File: src/rtl/sr_excitation_driver_if.sv
`default_nettype none
// ============================================================================
// Module      : sr_excitation_driver_if
// Description : Target-bit stream handshake between the test sequencer
//               (master) and the SR excitation driver (slave).
// Revision    : 1.0 - initial release
// ============================================================================
interface sr_excitation_driver_if;
  logic in_bit;
  logic in_valid;
  logic in_ready;

  modport master (
    output in_bit,
    output in_valid,
    input  in_ready
  );

  modport slave (
    input  in_bit,
    input  in_valid,
    output in_ready
  );
endinterface
`default_nettype wire

File: src/rtl/sr_excitation_driver.sv
`default_nettype none
// ============================================================================
// Module      : sr_excitation_driver
// Description : Queues target bits in a small FIFO and drives an SR
//               flip-flop towards each target in a two-cycle DRIVE/CHECK
//               slot, comparing the fed-back q against the tracked state.
//               Build macro SRDRV_REFRESH_EN: when defined, hold
//               transitions are driven explicitly (1->1 = 10, 0->0 = 01)
//               instead of the minimal 00 excitation.
// Revision    : 1.0 - initial release
// ============================================================================
module sr_excitation_driver #(
  parameter int DEPTH = 4,
  parameter int CNT_W = 8
) (
  input  logic                  clk,
  input  logic                  rst,
  sr_excitation_driver_if.slave in_if,
  output logic [1:0]            sr,
  input  logic                  q_fb,
  output logic                  q_exp,
  output logic                  busy,
  output logic                  err,
  input  logic                  err_clr,
  output logic [CNT_W-1:0]      err_cnt
);

  localparam int c_PTR_W = $clog2(DEPTH);

  localparam logic [1:0] c_ST_IDLE  = 2'd0;
  localparam logic [1:0] c_ST_DRIVE = 2'd1;
  localparam logic [1:0] c_ST_CHECK = 2'd2;

  localparam logic [CNT_W-1:0] c_CNT_MAX = {CNT_W{1'b1}};

  logic             r_mem [DEPTH];
  logic [c_PTR_W:0] r_wr_ptr;
  logic [c_PTR_W:0] r_rd_ptr;
  logic [1:0]       r_state;
  logic [1:0]       w_state_nxt;
  logic             r_tgt;
  logic [1:0]       r_sr;
  logic             r_q_exp;
  logic             r_err;
  logic [CNT_W-1:0] r_err_cnt;

  logic             w_empty;
  logic             w_full;
  logic             w_push;
  logic             w_pop;
  logic             w_check;
  logic             w_head;
  logic [1:0]       w_sr_nxt;

  // Excitation code that moves the flip-flop from cur to nxt; never 11.
  function automatic logic [1:0] f_excite(input logic cur, input logic nxt);
`ifdef SRDRV_REFRESH_EN
    return (cur == nxt) ? (nxt ? 2'b10 : 2'b01) : {~cur & nxt, cur & ~nxt};
`else
    return {~cur & nxt, cur & ~nxt};
`endif
  endfunction

  // Full/empty come from the pointer registers only, keeping in_ready
  // independent of in_valid.
  assign w_empty = (r_wr_ptr == r_rd_ptr);
  assign w_full  = (r_wr_ptr[c_PTR_W] != r_rd_ptr[c_PTR_W]) &&
                   (r_wr_ptr[c_PTR_W-1:0] == r_rd_ptr[c_PTR_W-1:0]);
  assign w_push  = in_if.in_valid & ~w_full;
  assign w_head  = r_mem[r_rd_ptr[c_PTR_W-1:0]];

  assign in_if.in_ready = ~w_full;
  assign sr      = r_sr;
  assign q_exp   = r_q_exp;
  assign busy    = (r_state != c_ST_IDLE) | ~w_empty;
  assign err     = r_err;
  assign err_cnt = r_err_cnt;

  // FIFO storage; contents need no reset since the pointers define validity.
  always_ff @(posedge clk) begin
    if (w_push) begin
      r_mem[r_wr_ptr[c_PTR_W-1:0]] <= in_if.in_bit;
    end
  end

  // FIFO pointers; reset empties the queue.
  always_ff @(posedge clk) begin
    if (rst) begin
      r_wr_ptr <= '0;
      r_rd_ptr <= '0;
    end else begin
      if (w_push) r_wr_ptr <= r_wr_ptr + 1'b1;
      if (w_pop)  r_rd_ptr <= r_rd_ptr + 1'b1;
    end
  end

  // FSM state register.
  always_ff @(posedge clk) begin
    if (rst) r_state <= c_ST_IDLE;
    else     r_state <= w_state_nxt;
  end

  // FSM next-state: DRIVE and CHECK alternate while targets are queued.
  always_comb begin
    w_state_nxt = r_state;
    case (r_state)
      c_ST_IDLE:  if (!w_empty) w_state_nxt = c_ST_DRIVE;
      c_ST_DRIVE: w_state_nxt = c_ST_CHECK;
      c_ST_CHECK: w_state_nxt = w_empty ? c_ST_IDLE : c_ST_DRIVE;
      default:    w_state_nxt = c_ST_IDLE;
    endcase
  end

  // FSM outputs: pop on entry to DRIVE and precompute the code so it is
  // registered onto sr for the DRIVE cycle itself.
  always_comb begin
    w_pop    = 1'b0;
    w_check  = 1'b0;
    w_sr_nxt = 2'b00;
    case (r_state)
      c_ST_IDLE:  w_pop = ~w_empty;
      c_ST_CHECK: begin
        w_pop   = ~w_empty;
        w_check = 1'b1;
      end
      default:    w_pop = 1'b0;
    endcase
    if (w_pop) w_sr_nxt = f_excite(r_q_exp, w_head);
  end

  // Slot datapath: registered excitation, current target and expected state.
  always_ff @(posedge clk) begin
    if (rst) begin
      r_sr    <= 2'b00;
      r_tgt   <= 1'b0;
      r_q_exp <= 1'b0;
    end else begin
      r_sr <= w_sr_nxt;
      if (w_pop) r_tgt <= w_head;
      if (r_state == c_ST_DRIVE) r_q_exp <= r_tgt;
      a_no_illegal_sr: assert (w_sr_nxt != 2'b11);
    end
  end

  // Mismatch tracking: err_clr wins over a same-cycle mismatch.
  always_ff @(posedge clk) begin
    if (rst) begin
      r_err     <= 1'b0;
      r_err_cnt <= '0;
    end else if (err_clr) begin
      r_err     <= 1'b0;
      r_err_cnt <= '0;
    end else if (w_check && (q_fb != r_q_exp)) begin
      r_err <= 1'b1;
      if (r_err_cnt != c_CNT_MAX) r_err_cnt <= r_err_cnt + 1'b1;
    end
  end

endmodule
`default_nettype wire

File: src/flat_wrapper.sv
// flat-port wrapper written by rule: the top's interface ports become plain ports
module sr_excitation_driver_flat 
#(
  parameter int DEPTH = 4,
  parameter int CNT_W = 8
)
  (clk, rst, sr, q_fb, q_exp, busy, err, err_clr, err_cnt, in_if_in_bit, in_if_in_valid, in_if_in_ready);
  sr_excitation_driver_if in_if_i ();
  input  logic clk;
  input  logic rst;
  output logic [1:0] sr;
  input  logic q_fb;
  output logic q_exp;
  output logic busy;
  output logic err;
  input  logic err_clr;
  output logic [CNT_W-1:0] err_cnt;
  input wire logic [$bits(in_if_i.in_bit)-1:0] in_if_in_bit;
  input wire logic [$bits(in_if_i.in_valid)-1:0] in_if_in_valid;
  output wire logic [$bits(in_if_i.in_ready)-1:0] in_if_in_ready;
  assign in_if_i.in_bit = in_if_in_bit;
  assign in_if_i.in_valid = in_if_in_valid;
  assign in_if_in_ready = in_if_i.in_ready;
  sr_excitation_driver #(.DEPTH(DEPTH), .CNT_W(CNT_W)) u_core (.clk(clk), .rst(rst), .in_if(in_if_i), .sr(sr), .q_fb(q_fb), .q_exp(q_exp), .busy(busy), .err(err), .err_clr(err_clr), .err_cnt(err_cnt));
endmodule
File: config.mk
export PLATFORM = sky130hd
export DESIGN_NAME = sr_excitation_driver_flat
export DESIGN_NICKNAME = d
export VERILOG_FILES = /design/src/rtl/sr_excitation_driver_if.sv /design/src/rtl/sr_excitation_driver.sv /design/src/flat_wrapper.sv
export SDC_FILE = /design/constraint.sdc
export NUM_CORES = 1
export LEC_CHECK = 0
export ABC_AREA = 1
export CAP_MARGIN = 5
export CORE_MARGIN = 5
export CORE_UTILIZATION = 53
export DETAILED_ROUTE_END_ITERATION = 7
export PLACE_DENSITY = 0.78
export REMOVE_ABC_BUFFERS = 1
export SYNTH_ARGS = -nofsm -noshare
export SYNTH_HDL_FRONTEND = slang
export SYNTH_SLANG_ARGS = --single-unit
File: constraint.sdc
create_clock -name clk -period 1.3 [get_ports clk]
set_input_delay 0.26 -clock clk [delete_from_list [all_inputs] [get_ports clk]]
set_output_delay 0.26 -clock clk [all_outputs]
set_load 0.02 [all_outputs]
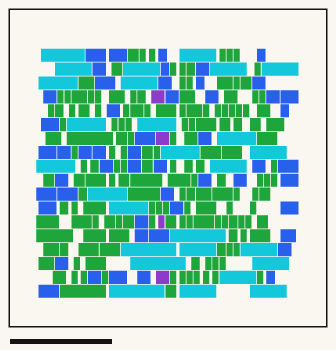
Figure 1: placed cells, one colour a class.
Bar = 20 um.
[green] remaining logic cells | cells: 162 | share of their area: 48%
[cyan] sequential cells | cells: 27 | share of their area: 29%
[blue] remaining buffers and delay cells | cells: 52 | share of their area: 21%
[purple] clock drivers and dummy loads | cells: 4 | share of their area: 1.3%

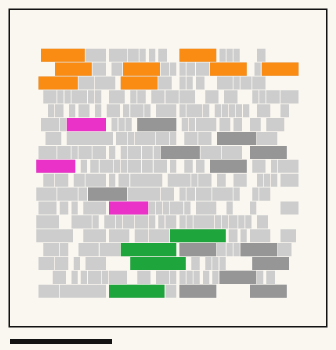
Figure 2: sequential cells coloured by netlist name.
Bar = 20 um. Other sequential cells in the stronger grey, the rest of the logic in the fainter grey.
[green] u_core.r_mem | flops: 4 | where: bottom middle
[orange] u_core.err_cnt | flops: 8
[magenta] u_core.r_wr_ptr | flops: 3
not coloured: 12
register area: 594.3 um2
fraction of area in registers: 0.2875
post-layout util: 0.8194

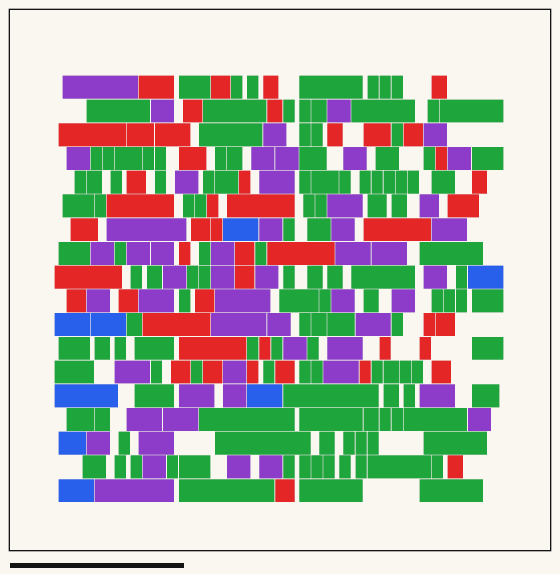
Figure 3: sizing map.
Bar = 20 um.
[blue] x6 and larger | cells: 8 | share: 3.3%
[red] x2 | cells: 48 | share: 20%
[purple] x3 and x4 | cells: 53 | share: 22%
[green] x1 and smaller | cells: 136 | share: 56%
Design Area, Final: 2067 um2
crit path setup slack, layout: -0.2421 ns
Area growth syn-to-layout: 44.79%

==> CHANGELOG.md <==
### Implementation results

* Status: finished with violations
* Failing checks: negative setup slack
* Yosys warnings at 0
* GP Congestion at 0.8537
* Comb area at 865.8 um2
* WL/cell at 13.54 um
* Comb pwr at 1.36 mW
* Reg power frac at 0.388
* CP Class: flip-flop to output pin
* Num rows at 18
* Worst Reg-to-Reg Cells at 11
* Ys cells at 189
* Seq/Total Area, Yosys at 0.4067
* Final HPWL DP at 2494 um
* Worst Tran Pin Value at 0.2818 ns
* Sw power at 1.110 mW
* Wire length on met2 at 1978 um
* Yosys stat area at 1428 um2
* WL met1 at 1492 um
* Crit path setup slack, layout at -0.2421 ns
* Most numerous logic cell after layout: nand2_1
* Cell breakdown of the critical path: inv_1, nand2_2, nand2_2, nand3_4, nor2_4, nand2_2, buf_6
* Buffers, non-clock at 52
* Drt drc at 0
* Clock transition at the registers of the reported paths at 0.14 ns
* Count of tool warnings at 30
* CP Capture Type: output pin
* Largest cell class: logic gates
* Flip-flops with a built-in enable at 4
* Async set or reset register ratio after synthesis at 0
* Min Hold Slack at 0.4876 ns
* NonClk Buf Share at 0.2064
* Fmax at 648.5 MHz
* Relative slew slack at 0.8114
* Yosys aoi share at 0.04996
* WHS Endpoint: u_core.q_exp
* Met1 Usage GRT at 0.2176
* Global-route wire length before repair at 5492 um
* Clk root buf: clkbuf_4
* Clock Sinks at 27
* GRT Overall Usage at 0.1924
* Final setup fails at 9
* Adder share at 0.05259
* Final hold violations at 0
* Max Used Layer: met4
* Combinational power share at 0.483
* Sw Share at 0.3959
* Netlist cell types at 23
* Synth top cells by count: nand2_1 (49), nor2_1 (29), dfxtp_1 (23)
* R2R Setup Slk at -0.07 ns
* Taps Inserted at 30
* Flops at 27
* CTS max path bufs at 2
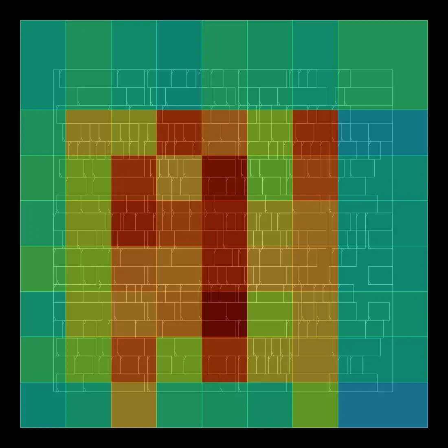
Figure 4: track usage over the die.
grt peak-use layer: met2
M2 GR Usage: 0.3677

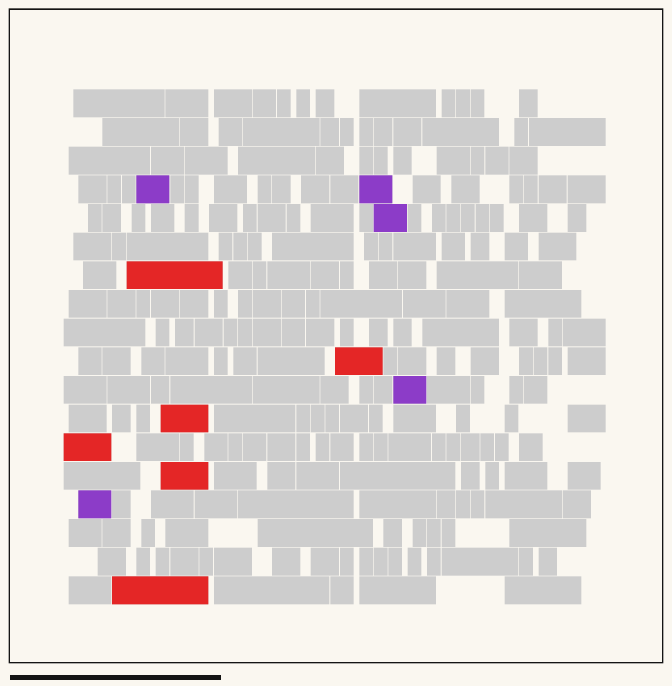
Figure 5: gate-type map.
Bar = 20 um.
[purple] xor and xnor cells | cells: 5 | most used: xor2_1
[red] fa/ha/maj cells | cells: 6 | most used: ha_1

Power figures rest on the tool's default switching activity, not on a simulated workload.
